Design sm4_keyexp, sky130hd; sources not shown.
**Placed standard cells**

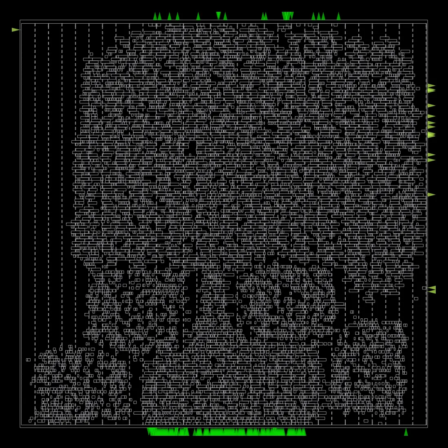
Seq/total area: 38.9%
post-layout util: 45.1%
row count: 151
FILL cells: 16438
Core Box Area: 0.170 mm2

**Metal layers overlaid**

Drawn at 1 px/um. Two of the layers only.
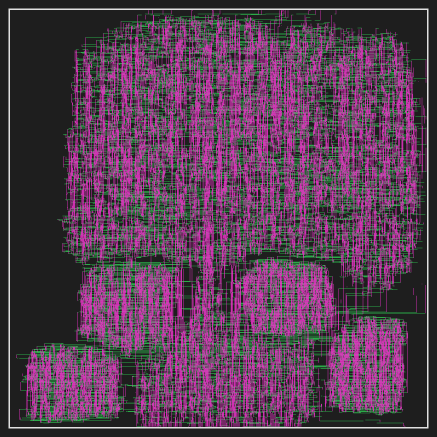
[metal 2] magenta | wire length: 123 mm
[metal 1] green | wire length: 110 mm
final WL: 268 mm
via count: 63312
total track usage: 31.2%
WL/cell: 26.8 um

**I/O pins on the die edge**

Drawn at 1 px/um. Pins as bars across the die edge, other pins in gray.
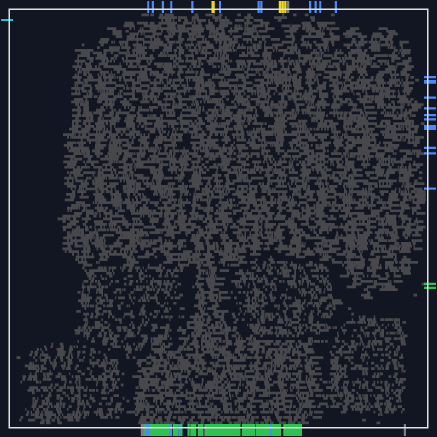
[mk] green | pins: 128 | direction: input | edge: 126 bottom, 2 right
[rd_idx] yellow | pins: 5 | direction: input | edge: top
[rk] blue | pins: 32 | direction: output | edge: 14 top, 13 right, 5 bottom
[clk] cyan | pins: 1 | direction: input | edge: left
Die X: 417 um
Die Y: 417 um
# port buffers: 171

==> out/results.tsv <==
metric	value	unit
grt_pass1_wl	400	mm
crit_cells	6	
ff_latch_area	0.0299	mm2
simple_gate_share	16.1	%
n_all_buffers	348	
drt_iter0_drc	8270	
clk_share	6.00	%
dr_wl_met2	123	mm
syn_inst	7906	
ys_chip_area	0.0689	mm2
cts-root-buf	clkbuf_16	
mux_share	7.51	%
hold_path.class	reg2reg	
drc	0	
fin_skew	0.0649	ns
largest_reg_flops	1024	
common_cells	1407 x nor2_1, 1211 x a21oi_1, 1194 x dfrtp_1	
reg2reg_setup_slack	36.49	ns
ys_sh_xor	2.56	%
buf_share	4.05	%
ys_warn_count	6	
largest_area_cell	dfrtp_1	
run_status	finished clean	
met3_length	23.8	mm
synth-async-reset-ratio	100	%
edf_count	0	
topCellsByArea	dfrtp_1 43%, a21oi_1 8.8%, nor2_1 7.7%	
holdWs	0.482	ns
grt_overflow	0	
fin_area	0.0767	mm2
clock_sinks	1194	
